Power grid:
Bar = 20 um. Pins as bars on the die edge.
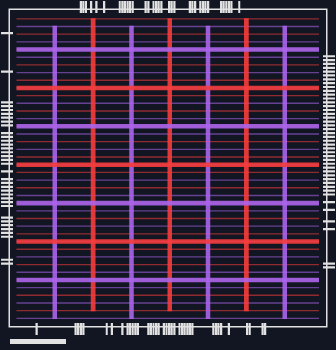
Cells coloured by class:
Fill, decap, tap and diode cells in grey.
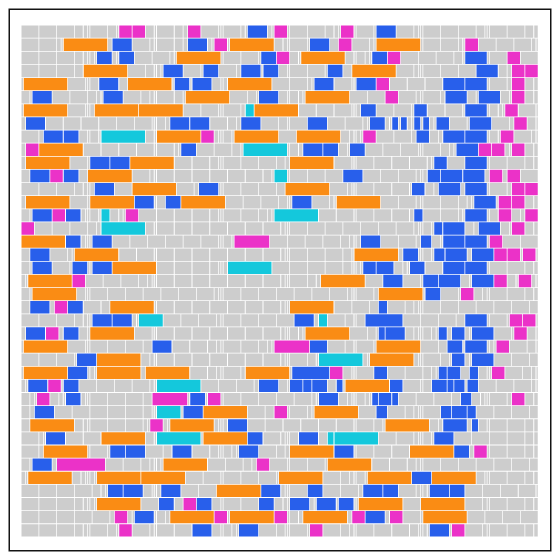
Clock network drawn from the DEF:
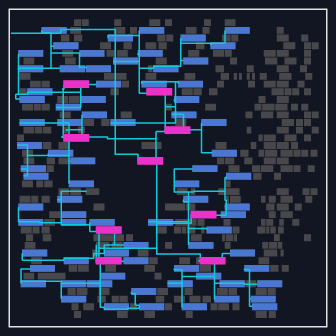
Routed metal, one colour a layer:
Bar = 20 um. Only two layers are drawn.
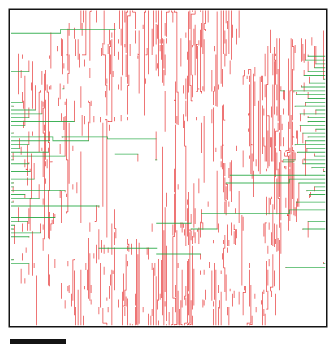
Clock nets:
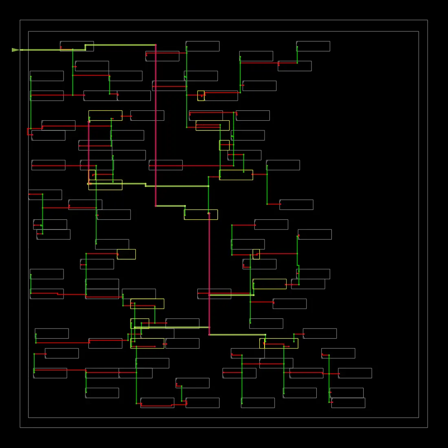
### config.mk
export PLATFORM = sky130hd
export DESIGN_NAME = wb_write_arbiter
export DESIGN_NICKNAME = d
export VERILOG_FILES = /design/src/rtl/wb_write_arbiter.sv
export SDC_FILE = /design/constraint.sdc
export NUM_CORES = 1
export LEC_CHECK = 0
export CELL_PAD_IN_SITES_DETAIL_PLACEMENT = 0
export CELL_PAD_IN_SITES_GLOBAL_PLACEMENT = 1
export CORE_MARGIN = 2
export CORE_UTILIZATION = 32
export DETAILED_ROUTE_END_ITERATION = 7
export DONT_BUFFER_PORTS = 1
export PLACE_DENSITY_LB_ADDON = 0.1
export SKIP_LAST_GASP = 1
export SYNTH_ARGS = -nofsm -noshare
export SYNTH_HDL_FRONTEND = slang
export SYNTH_SLANG_ARGS = --single-unit
export TNS_END_PERCENT = 5
### constraint.sdc
create_clock -name clk_i -period 3.8 [get_ports clk_i]
set_clock_uncertainty 0.2 [all_clocks]
set_input_delay 0.76 -clock clk_i [delete_from_list [all_inputs] [get_ports clk_i]]
set_output_delay 0.76 -clock clk_i [all_outputs]
set_load 0.1 [all_outputs]
### src/rtl/wb_write_arbiter.sv
// Two-source writeback arbiter for a single register-file write port.
// Each source owns a one-entry buffer; the older buffered entry wins the port.
module wb_write_arbiter #(
  parameter int ADDR_W = 5,
  parameter int DATA_W = 32,
  parameter int NREG   = 32
) (
  input  logic              clk_i,
  input  logic              rst_n_i,
  input  logic              alu_valid_i,
  input  logic [ADDR_W-1:0] alu_addr_i,
  input  logic [DATA_W-1:0] alu_data_i,
  output logic              alu_ready_o,
  input  logic              mem_valid_i,
  input  logic [ADDR_W-1:0] mem_addr_i,
  input  logic [DATA_W-1:0] mem_data_i,
  output logic              mem_ready_o,
  output logic              RegWrite_o,
  output logic [ADDR_W-1:0] RDaddr_o,
  output logic [DATA_W-1:0] RDdata_o,
  output logic [NREG-1:0]   busy_o
);

  // Handshake: a transfer happens on a rising edge where valid && ready.
  // Ready depends only on registered state, so there is no path from the
  // request inputs to any output.

  logic              full0, full1;
  logic [ADDR_W-1:0] addr0, addr1;
  logic [DATA_W-1:0] data0, data1;
  logic              old1;      // buffer 1 holds the older entry
  logic              old1_d;

  logic grant0, grant1;
  logic acc0, acc1, load0, load1, keep0, keep1;

  always_comb begin
    grant0 = full0 && (!full1 || !old1);
    grant1 = full1 && (!full0 || old1);
  end

  assign alu_ready_o = !full0 || grant0;
  assign mem_ready_o = !full1 || grant1;

  // Writes to x0 complete the handshake but are never buffered.
  assign acc0  = alu_valid_i && alu_ready_o;
  assign acc1  = mem_valid_i && mem_ready_o;
  assign load0 = acc0 && (alu_addr_i != '0);
  assign load1 = acc1 && (mem_addr_i != '0);
  assign keep0 = full0 && !grant0;
  assign keep1 = full1 && !grant1;

  // A newly loaded entry is younger than any surviving entry; on a tie the
  // MEM entry is older because it belongs to the earlier instruction.
  always_comb begin
    old1_d = old1;
    if (load0 && load1)
      old1_d = 1'b1;
    else if (load1)
      old1_d = !keep0;
    else if (load0)
      old1_d = keep1;
  end

  always_ff @(posedge clk_i or negedge rst_n_i) begin
    if (!rst_n_i) begin
      full0 <= 1'b0;
      full1 <= 1'b0;
      addr0 <= '0;
      addr1 <= '0;
      data0 <= '0;
      data1 <= '0;
      old1  <= 1'b0;
    end else begin
      old1 <= old1_d;
      if (load0) begin
        full0 <= 1'b1;
        addr0 <= alu_addr_i;
        data0 <= alu_data_i;
      end else if (grant0) begin
        full0 <= 1'b0;
      end
      if (load1) begin
        full1 <= 1'b1;
        addr1 <= mem_addr_i;
        data1 <= mem_data_i;
      end else if (grant1) begin
        full1 <= 1'b0;
      end
    end
  end

  always_comb begin
    RegWrite_o = grant0 || grant1;
    RDaddr_o   = '0;
    RDdata_o   = '0;
    if (grant1) begin
      RDaddr_o = addr1;
      RDdata_o = data1;
    end else if (grant0) begin
      RDaddr_o = addr0;
      RDdata_o = data0;
    end
  end

  always_comb begin
    busy_o = '0;
    if (full0) busy_o[addr0] = 1'b1;
    if (full1) busy_o[addr1] = 1'b1;
  end

endmodule

==> results.yml <==
# yosys + openroad results
run_status:
  outcome: "complete, no violations"
synthesis:
  yosys.area.top_type: "dfrtp_1"
  synthDominantCellAreaShare_pct: 51.7
  synth_cell_type_count: 24
  post_synth_most_frequent_cells: "dfrtp_1, mux2_2, a22o_1"
  edf_count: 0
worst_setup_path:
  timing_worst_setup_path_type: "reg -> out"
  data_arrival_time_at_the_worst_slack_endpoint_ps: 2220
  critPathBufInv: 2
  critical_path.most_common_cell: "buf_4"
  cp-startpoint: "full0"
  timing.reg2reg.worst_path_depth: 5
power:
  power-per-cell-area_mw_per_mm2: 848
clock_network:
  htree_num_levels: 3
  cts_setup_buffers: 0
  hold_buffers: 1
  clockBufferDepth: 2
placement:
  numPortBuffers: 0
global_routing:
  grt_pass1_wl_mm: 15.6
timing:
  grt_setup_unrepaired: "false"
## Picture notes: 'power grid'
legend:
  VDD:
    colour: red
  VSS:
    colour: purple
rows: 39
met4 straps: 7
met1 rails: 40
met5 straps: 7
core outline area: 0.0114 mm2
horizontal die dimension: 112 um
overall die height: 112 um

## Picture notes: 'cells coloured by class'
legend:
  clock drivers and dummy loads:
    colour: cyan
    cells: 16
    share_of_their_area: 5.9%
  remaining logic cells:
    colour: blue
    cells: 191
    share_of_their_area: 40%
  registers:
    colour: orange
    cells: 77
    share_of_their_area: 41%
  remaining buffers and delay cells:
    colour: magenta
    cells: 76
    share_of_their_area: 13%
final core utilization: 43.1%
number of standard-cell rows in the floorplan: 39
post-route cell area: 0.00490 mm2

## Picture notes: 'clock network drawn from the DEF'
legend:
  flip-flops:
    colour: blue
    count: 77
  clock-net drivers:
    colour: magenta
    count: 9
  clock wires:
    colour: cyan
    length: 1050 um
flops lie: all over the die
routed clock nets: 10
Clk Latency, worst-skew pair: 330 ps
clock network fraction of design power: 19.1%
power in the clock group: 793 uW

## Picture notes: 'routed metal, one colour a layer'
legend:
  M3:
    colour: green
    wire_length: 806 um
  M2:
    colour: red
    wire_length: 4780 um
detailed-route via count: 2693
detailed-route wire length: 9.74 mm
WL per Instance: 19.4 um
total track usage: 15.9%

## Picture notes: 'clock nets'
clk sinks: 77
clock buffer count: 12
flip-flop and latch count: 77
clock buffer count from CTS: 9

[through the flow]
step / cell area, um2 / worst slack (ps)
floorplan: 3730 / 40.7
global placement: 4600 / 924
detailed placement: 4600 / 920
CTS: 4900 / 604
global route: 4900 / 502
finish: 4900 / 619
[state kept, by name, summed over array words and instances, names as in the netlist]
name / count
data0: 32
data1: 32
addr0: 5
addr1: 5
full0: 1
full1: 1
old1: 1
[layout make-up]
class                      count  area [um2]  share of cell area (%)
clock buffer                  12         256                    5.23
timing repair buffer          76         628                    12.8
multi-input combinational    191        1890                    38.6
clock inverter                 4        22.5                   0.459
tap                          143         179                    3.65
sequential                    77        1930                    39.3
[report_power, final]
part | internal, uW | leakage (uW) | total (uW) | switching (uW)
clock network | 474 | 0.000138 | 793 | 319
registers | 998 | 0.000897 | 1130 | 135
logic | 568 | 0.00100 | 2230 | 1670
[worst min path at each step]
stage / end / cells after the start / slack [ps]
2_1_floorplan: addr0[0] / 0 / 260
3_3_place_gp: data1[18] / 0 / 270
3_5_place_dp: data1[18] / 0 / 270
4_1_cts: data1[18] / 1 / 140
5_1_grt: data1[14] / 1 / 140
6_report: data1[14] / 1 / 110
[routing by layer]
metal | share of wire [%] | GRT usage [%] | vias up | wire [um]
met5 | 0 | 0 | - | 0
met4 | 0.97 | 4.94 | 0 | 94
met3 | 8.3 | 5.72 | 8 | 805
met2 | 49 | 26.5 | 93 | 4780
met1 | 42 | 19.5 | 1340 | 4050
li1 | - | - | 1252 | -
[logic make-up (layout without fill, tap and decap cells)]
kind of cell / count (synthesis) / count (layout) / share of synthesized area, %
compound gates: 78 / 78 / 16.0
mux: 72 / 72 / 21.8
buf+inv: 27 / 92 / 3.73
flops: 77 / 77 / 51.7
simple gates: 41 / 41 / 6.81
Power and IR drop assume default switching activity.
